### src/rtl/rhs_zcheck_sweep_if.sv
// rtl/rhs_zcheck_sweep_if.sv - zcheck request/completion handshake between the sweep sequencer and rhs_256
//   zcheck_start          1-cycle start pulse to the engine
//   zcheck_global_channel channel to measure
//   zcheck_scale          impedance-check scale
//   zcheck_done           1-cycle completion pulse from the engine
//   master: sweep sequencer side, slave: rhs_256 side
interface rhs_zcheck_sweep_if;
    logic        zcheck_start;
    logic [11:0] zcheck_global_channel;
    logic [1:0]  zcheck_scale;
    logic        zcheck_done;

    modport master (
        output zcheck_start,
        output zcheck_global_channel,
        output zcheck_scale,
        input  zcheck_done
    );

    modport slave (
        input  zcheck_start,
        input  zcheck_global_channel,
        input  zcheck_scale,
        output zcheck_done
    );
endinterface

### src/rtl/rhs_zcheck_sweep.sv
// rtl/rhs_zcheck_sweep.sv - sequences rhs_256 impedance checks over a channel range
//   clk, rstn                     clock, asynchronous active-low reset
//   sweep_start, sweep_abort      level controls
//   first_channel, last_channel   inclusive channel range (0..255)
//   scale_cfg                     scale when the scale sweep is compiled out
//   settle_cycles                 idle gap after each measurement
//   timeout_cycles                zcheck_done wait limit, 0 = no limit
//   zc                            engine handshake (master modport)
//   busy, sweep_done, result_valid, result_channel, result_scale, range_err, timeout_err
//   Macro ZCHECK_SCALE_SWEEP_EN: measure every channel at scales 00, 01, 11.
module rhs_zcheck_sweep (
    input  logic                 clk,
    input  logic                 rstn,
    input  logic                 sweep_start,
    input  logic                 sweep_abort,
    input  logic [11:0]          first_channel,
    input  logic [11:0]          last_channel,
    input  logic [1:0]           scale_cfg,
    input  logic [15:0]          settle_cycles,
    input  logic [23:0]          timeout_cycles,
    rhs_zcheck_sweep_if.master   zc,
    output logic                 busy,
    output logic                 sweep_done,
    output logic                 result_valid,
    output logic [11:0]          result_channel,
    output logic [1:0]           result_scale,
    output logic                 range_err,
    output logic                 timeout_err
);
    typedef enum logic [2:0] {IDLE, LOAD, START, WAIT_DONE, SETTLE, NEXT} state_t;

    state_t      state;
    logic [11:0] last_q;
    logic [15:0] settle_q;
    logic [23:0] tmo_q;
    logic [23:0] tcnt;
    logic [15:0] scnt;
    logic        start_q;
    logic [11:0] chan_q;
    logic [1:0]  scale_q;

    logic        range_ok;
    logic        last_scale;
    logic [1:0]  init_scale;
    logic [1:0]  restart_scale;
    logic [1:0]  next_scale;

    assign range_ok = (first_channel <= last_channel) && (last_channel <= 12'd255);

`ifdef ZCHECK_SCALE_SWEEP_EN
    // Scale order is 00 -> 01 -> 11; 10 is never visited.
    logic unused_scale_cfg;
    assign unused_scale_cfg = ^scale_cfg;
    assign init_scale    = 2'b00;
    assign restart_scale = 2'b00;
    assign last_scale    = (scale_q == 2'b11);
    assign next_scale    = (scale_q == 2'b00) ? 2'b01 : 2'b11;
`else
    // One measurement per channel at the scale captured on acceptance.
    assign init_scale    = scale_cfg;
    assign restart_scale = scale_q;
    assign last_scale    = 1'b1;
    assign next_scale    = scale_q;
`endif

    assign zc.zcheck_start          = start_q;
    assign zc.zcheck_global_channel = chan_q;
    assign zc.zcheck_scale          = scale_q;

    always_ff @(posedge clk or negedge rstn) begin
        if (!rstn) begin
            state          <= IDLE;
            last_q         <= '0;
            settle_q       <= '0;
            tmo_q          <= '0;
            tcnt           <= '0;
            scnt           <= '0;
            start_q        <= 1'b0;
            chan_q         <= '0;
            scale_q        <= '0;
            busy           <= 1'b0;
            sweep_done     <= 1'b0;
            result_valid   <= 1'b0;
            result_channel <= '0;
            result_scale   <= '0;
            range_err      <= 1'b0;
            timeout_err    <= 1'b0;
        end else begin
            start_q      <= 1'b0;
            sweep_done   <= 1'b0;
            result_valid <= 1'b0;
            if (state != IDLE && sweep_abort) begin
                // Abort beats any simultaneous done; quiet return, no status.
                state <= IDLE;
                busy  <= 1'b0;
            end else begin
                case (state)
                    IDLE: begin
                        if (sweep_start && !sweep_abort) begin
                            if (range_ok) begin
                                state       <= LOAD;
                                busy        <= 1'b1;
                                range_err   <= 1'b0;
                                timeout_err <= 1'b0;
                                chan_q      <= first_channel;
                                scale_q     <= init_scale;
                                last_q      <= last_channel;
                                settle_q    <= settle_cycles;
                                tmo_q       <= timeout_cycles;
                            end else begin
                                sweep_done <= 1'b1;
                                range_err  <= 1'b1;
                            end
                        end
                    end
                    LOAD: begin
                        start_q <= 1'b1;
                        state   <= START;
                    end
                    START: begin
                        // Counter holds cycles elapsed since the start pulse.
                        tcnt  <= 24'd1;
                        state <= WAIT_DONE;
                    end
                    WAIT_DONE: begin
                        if (zc.zcheck_done) begin
                            result_valid   <= 1'b1;
                            result_channel <= chan_q;
                            result_scale   <= scale_q;
                            scnt           <= '0;
                            state          <= SETTLE;
                        end else if (tmo_q != 24'd0 &&
                                     ({1'b0, tcnt} + 25'd1 >= {1'b0, tmo_q})) begin
                            timeout_err <= 1'b1;
                            sweep_done  <= 1'b1;
                            busy        <= 1'b0;
                            state       <= IDLE;
                        end else begin
                            tcnt <= tcnt + 24'd1;
                        end
                    end
                    SETTLE: begin
                        // Gap of settle_q cycles, at least one.
                        if ({1'b0, scnt} + 17'd1 >= {1'b0, settle_q}) begin
                            state <= NEXT;
                        end else begin
                            scnt <= scnt + 16'd1;
                        end
                    end
                    NEXT: begin
                        if (!last_scale) begin
                            scale_q <= next_scale;
                            start_q <= 1'b1;
                            state   <= START;
                        end else if (chan_q != last_q) begin
                            chan_q  <= chan_q + 12'd1;
                            scale_q <= restart_scale;
                            start_q <= 1'b1;
                            state   <= START;
                        end else begin
                            sweep_done <= 1'b1;
                            busy       <= 1'b0;
                            state      <= IDLE;
                        end
                    end
                    default: begin
                        state <= IDLE;
                        busy  <= 1'b0;
                    end
                endcase
            end
        end
    end
endmodule

### src/flat_wrapper.sv
// flat-port wrapper written by rule: the top's interface ports become plain ports
module rhs_zcheck_sweep_flat 
  (clk, rstn, sweep_start, sweep_abort, first_channel, last_channel, scale_cfg, settle_cycles, timeout_cycles, busy, sweep_done, result_valid, result_channel, result_scale, range_err, timeout_err, zc_zcheck_start, zc_zcheck_global_channel, zc_zcheck_scale, zc_zcheck_done);
  rhs_zcheck_sweep_if zc_i ();
  input  logic clk;
  input  logic rstn;
  input  logic sweep_start;
  input  logic sweep_abort;
  input  logic [11:0] first_channel;
  input  logic [11:0] last_channel;
  input  logic [1:0] scale_cfg;
  input  logic [15:0] settle_cycles;
  input  logic [23:0] timeout_cycles;
  output logic busy;
  output logic sweep_done;
  output logic result_valid;
  output logic [11:0] result_channel;
  output logic [1:0] result_scale;
  output logic range_err;
  output logic timeout_err;
  output wire logic [$bits(zc_i.zcheck_start)-1:0] zc_zcheck_start;
  output wire logic [$bits(zc_i.zcheck_global_channel)-1:0] zc_zcheck_global_channel;
  output wire logic [$bits(zc_i.zcheck_scale)-1:0] zc_zcheck_scale;
  input wire logic [$bits(zc_i.zcheck_done)-1:0] zc_zcheck_done;
  assign zc_zcheck_start = zc_i.zcheck_start;
  assign zc_zcheck_global_channel = zc_i.zcheck_global_channel;
  assign zc_zcheck_scale = zc_i.zcheck_scale;
  assign zc_i.zcheck_done = zc_zcheck_done;
  rhs_zcheck_sweep u_core (.clk(clk), .rstn(rstn), .sweep_start(sweep_start), .sweep_abort(sweep_abort), .first_channel(first_channel), .last_channel(last_channel), .scale_cfg(scale_cfg), .settle_cycles(settle_cycles), .timeout_cycles(timeout_cycles), .zc(zc_i), .busy(busy), .sweep_done(sweep_done), .result_valid(result_valid), .result_channel(result_channel), .result_scale(result_scale), .range_err(range_err), .timeout_err(timeout_err));
endmodule
### config.mk
export PLATFORM = sky130hd
export DESIGN_NAME = rhs_zcheck_sweep_flat
export DESIGN_NICKNAME = d
export VERILOG_FILES = /design/src/rtl/rhs_zcheck_sweep_if.sv /design/src/rtl/rhs_zcheck_sweep.sv /design/src/flat_wrapper.sv
export SDC_FILE = /design/constraint.sdc
export NUM_CORES = 1
export LEC_CHECK = 0
export CORE_MARGIN = 3
export CORE_UTILIZATION = 35
export DETAILED_ROUTE_END_ITERATION = 8
export SYNTH_ARGS = -nofsm -noshare
export SYNTH_HDL_FRONTEND = slang
export SYNTH_SLANG_ARGS = --single-unit
### constraint.sdc
create_clock -name clk -period 3.9 [get_ports clk]
set_input_delay 1.17 -clock clk [delete_from_list [all_inputs] [get_ports clk]]
set_output_delay 1.17 -clock clk [all_outputs]
set_load 0.005 [all_outputs]
Fig. 1: placed cells, one color a class
Scale bar: 50 um.
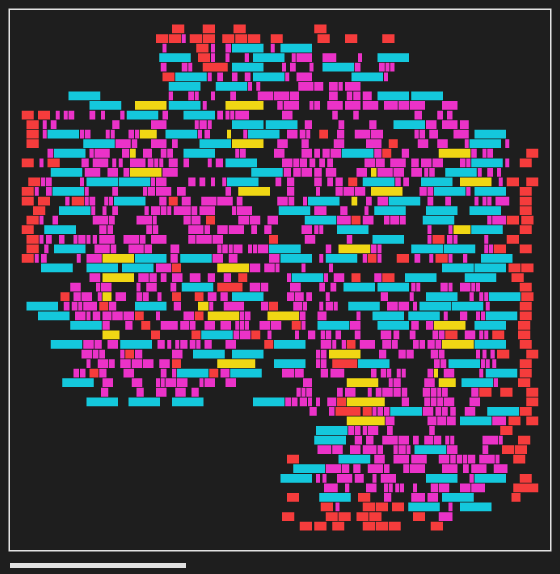
- other buffers and delay cells: red (cells 141)
- flops: cyan (cells 129)
- all other logic: magenta (cells 669)
- clock drivers and dummy loads: yellow (cells 32)

Fig. 2: supply network
Pins as bars on the die edge. Tap cells in gray.
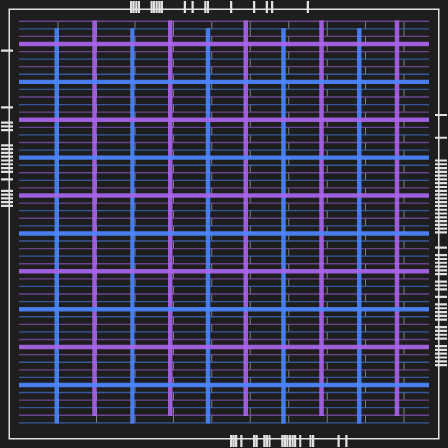
- VDD: purple
- VSS: blue
- signal pins: 105
- met1 rails: 54
- met4 straps: 10
- rows: 53
die width: 154 um
core area: 21,200 um2
die height: 154 um

Fig. 3: clock wires, drivers and flops
Scale bar: 50 um.
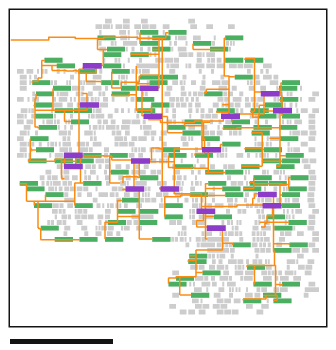
- cells driving clock nets: purple (count 17)
- flip-flops: green (count 129)
- clock wires: orange (length 1,880 um)
- routed clock nets: 18
clock share of power: 34.7%
clk ins delay skew pair: 420 ps
Clk power: 0.00172 W
skew final: 7.62 ps

==> flip-flops by register name, summed over array words and instances, names as in the netlist, 2 cells and up <==
signal                           flops
u_core.tcnt                         24
u_core.tmo_q                        24
u_core.scnt                         16
u_core.settle_q                     16
u_core.last_q                       12
u_core.result_channel               12
u_core.zc.zcheck_global_channel     12
u_core.state                         3
u_core.result_scale                  2
u_core.zc.zcheck_scale               2
==> routing by layer <==
metal	wire, um	global-route usage [%]
met5	0	0
met4	358	5.72
met3	987	3.43
met2	9510	27.8
met1	9350	22.6
==> power groups by stage <==
stage	registers, W	clock network [W]	logic, W
6_report	0.00195	0.00172	0.00129
5_1_grt	0.00200	0.00182	0.00145
4_1_cts	0.00195	0.00176	0.00131
3_5_place_dp	0.00197	0	0.00130
3_3_place_gp	0.00197	0	0.00128
2_1_floorplan	0.00186	0	0.000748
==> stage by stage <==
| step | utilization, % | TNS (ps) | std cells | area (um2) |
|---|---|---|---|---|
| 2_1_floorplan | - | 0 | 835 | 7630 |
| 3_3_place_gp | 43.3 | 0 | 1214 | 9190 |
| 3_5_place_dp | 43.3 | 0 | 1214 | 9190 |
| 4_1_cts | 46.3 | 0 | 1246 | 9820 |
| 5_1_grt | 46.3 | -1.76 | 1246 | 9830 |
| 6_report | 46.3 | 0 | 1246 | 9830 |
==> cells by family after synthesis <==
kind of cell | count (synthesis) | share of synthesized area [%]
XOR/XNOR | 44 | 5.05
AND/OR/NAND/NOR | 296 | 19.4
AND-OR/OR-AND | 196 | 16.7
flip-flops | 129 | 42.3
adder cells (fa/ha/maj) | 55 | 9.02
buffers and inverters | 100 | 5.35
multiplexers | 15 | 2.20
==> how the worst max path moves through the flow <==
stage | cells past startpoint | start | to
6_report | 14 | u_core.tcnt[0] | u_core.tcnt[0]
5_1_grt | 15 | u_core.scnt[0] | u_core.scnt[0]
4_1_cts | 15 | u_core.scnt[0] | u_core.scnt[0]
3_5_place_dp | 11 | last_channel[7] | u_core.busy
3_3_place_gp | 11 | last_channel[7] | u_core.busy
2_1_floorplan | 12 | u_core.tcnt[0] | u_core.busy
==> worst reg2reg max path, cell delays in order (launching register included) <==
cell and delay, ps:
dfrtp_1 360, ha_1 190, nand3_1 80, nand2b_1 160, or4_1 540, xnor2_1 260, ha_1 300, nand4_1 170
nor4_1 80, buf_4 140, a211oi_1 210, and4b_4 320, o21ai_4 90, nor2_1 480, a22oi_1 190
==> cells in the final DEF (no fill, tap or decap), types with 7 or more instances in the layout <==
cell,netlist,routed
dfrtp_1,129,129
nand2_1,110,110
clkdlybuf4s50_1,0,103
o21ai_0,64,64
inv_1,62,62
ha_1,55,55
a21oi_1,39,39
nor2_1,36,35
nand3_1,33,33
buf_4,1,33
xnor2_1,23,23
and3_1,24,23
xor2_1,21,21
nand4_1,20,20
clkbuf_16,0,17
nor3_1,15,15
a22o_1,14,14
mux2_2,14,14
a31o_1,13,13
nor4_1,13,12
nor2b_1,11,11
and4_1,8,8
o2bb2ai_1,8,8
o21a_1,7,7
==> impl_metrics.tcl <==
# collected from the flow reports
set metrics [dict create \
    post-place-ws_ps 99.0 \
    power_frac_seq_pct 39.2 \
    cp.required_ps 4160 \
    n_antenna_cell 0 \
    r2r_end "u_core.tcnt[0]" \
    fillers 2037 \
    ys_cells 835 \
    logic_gates 606 \
    portBuffers 104 \
    p_total_w 0.00497 \
    crit_chain "ha_1 > nand3_1 > nand2b_1 > or4_1 > xnor2_1 > ha_1 > nand4_1 > nor4_1 > buf_4 > a211oi_1 > and4b_4 > o21ai_4 > nor2_1 > a22oi_1" \
    wl_um 20200 \
    postRouteAntennaNets 0 \
    period_needed_ps 3710 \
    fp_util_pct 35.9 \
    critical_path_class "flop to flop" \
    buffers_excl_clock 141 \
    grt_use_total_pct 17.0 \
    worst_ir_drop_vdd_v 0.000331 \
    hold_ws_ps 472 \
    final_net_count 1084 \
    tightest_slew_ps 748 \
    relSlewSlack_pct 50.1 \
    cts_max_level 4 \
    yosysWarningCount 0 \
    cts_made_buffers 17 \
    buf_share_pct 14.0 \
    clock.fmax_mhz 270 \
    grt_max_degree 130 \
    n_tap_cell 275 \
    path_buffers 1 \
    antenna_found_initial 0 \
    ys_types 60 \
    min_to "u_core.result_scale[0]" \
    r2r_cells 14 \
    path_clk_slew_ps 60 \
    grt_remaining_overflow 0 \
    synth.avg_cell_area_um2 9.14 \
    setup_viol 0 \
    post-synth-top-count-cell "dfrtp_1" \
    yosys_area_um2 7630 \
    clock-sinks 129 \
    hp-class "flop to flop" \
    route.vias.total 6506 \
    inv_count 63 \
    cp_max_fo 6 \
    drtIter0Drc 371 \
    postCtsHoldBufs 0 \
    dieArea_um2 23600 \
    clock_buffers 23 \
    post_cts_buffers 0 \
    hold_depth 2 \
    worstHoldStart "u_core.result_scale[0]" \
    timing.rr.start "u_core.tcnt[0]" \
    status "finished clean" \
    grt_pass1_vias 6331 \
    sh_comb_area_pct 40.8 \
    clockBufferDepth 2 \
    ioPinCount 105 \
    drive_above_1_share_pct 9.99 \
    tool_warnings 28 \
    seq_area_um2 3230 \
    p_comb_share_pct 26.0 \
]
Power is estimated from default activity; no workload was simulated.
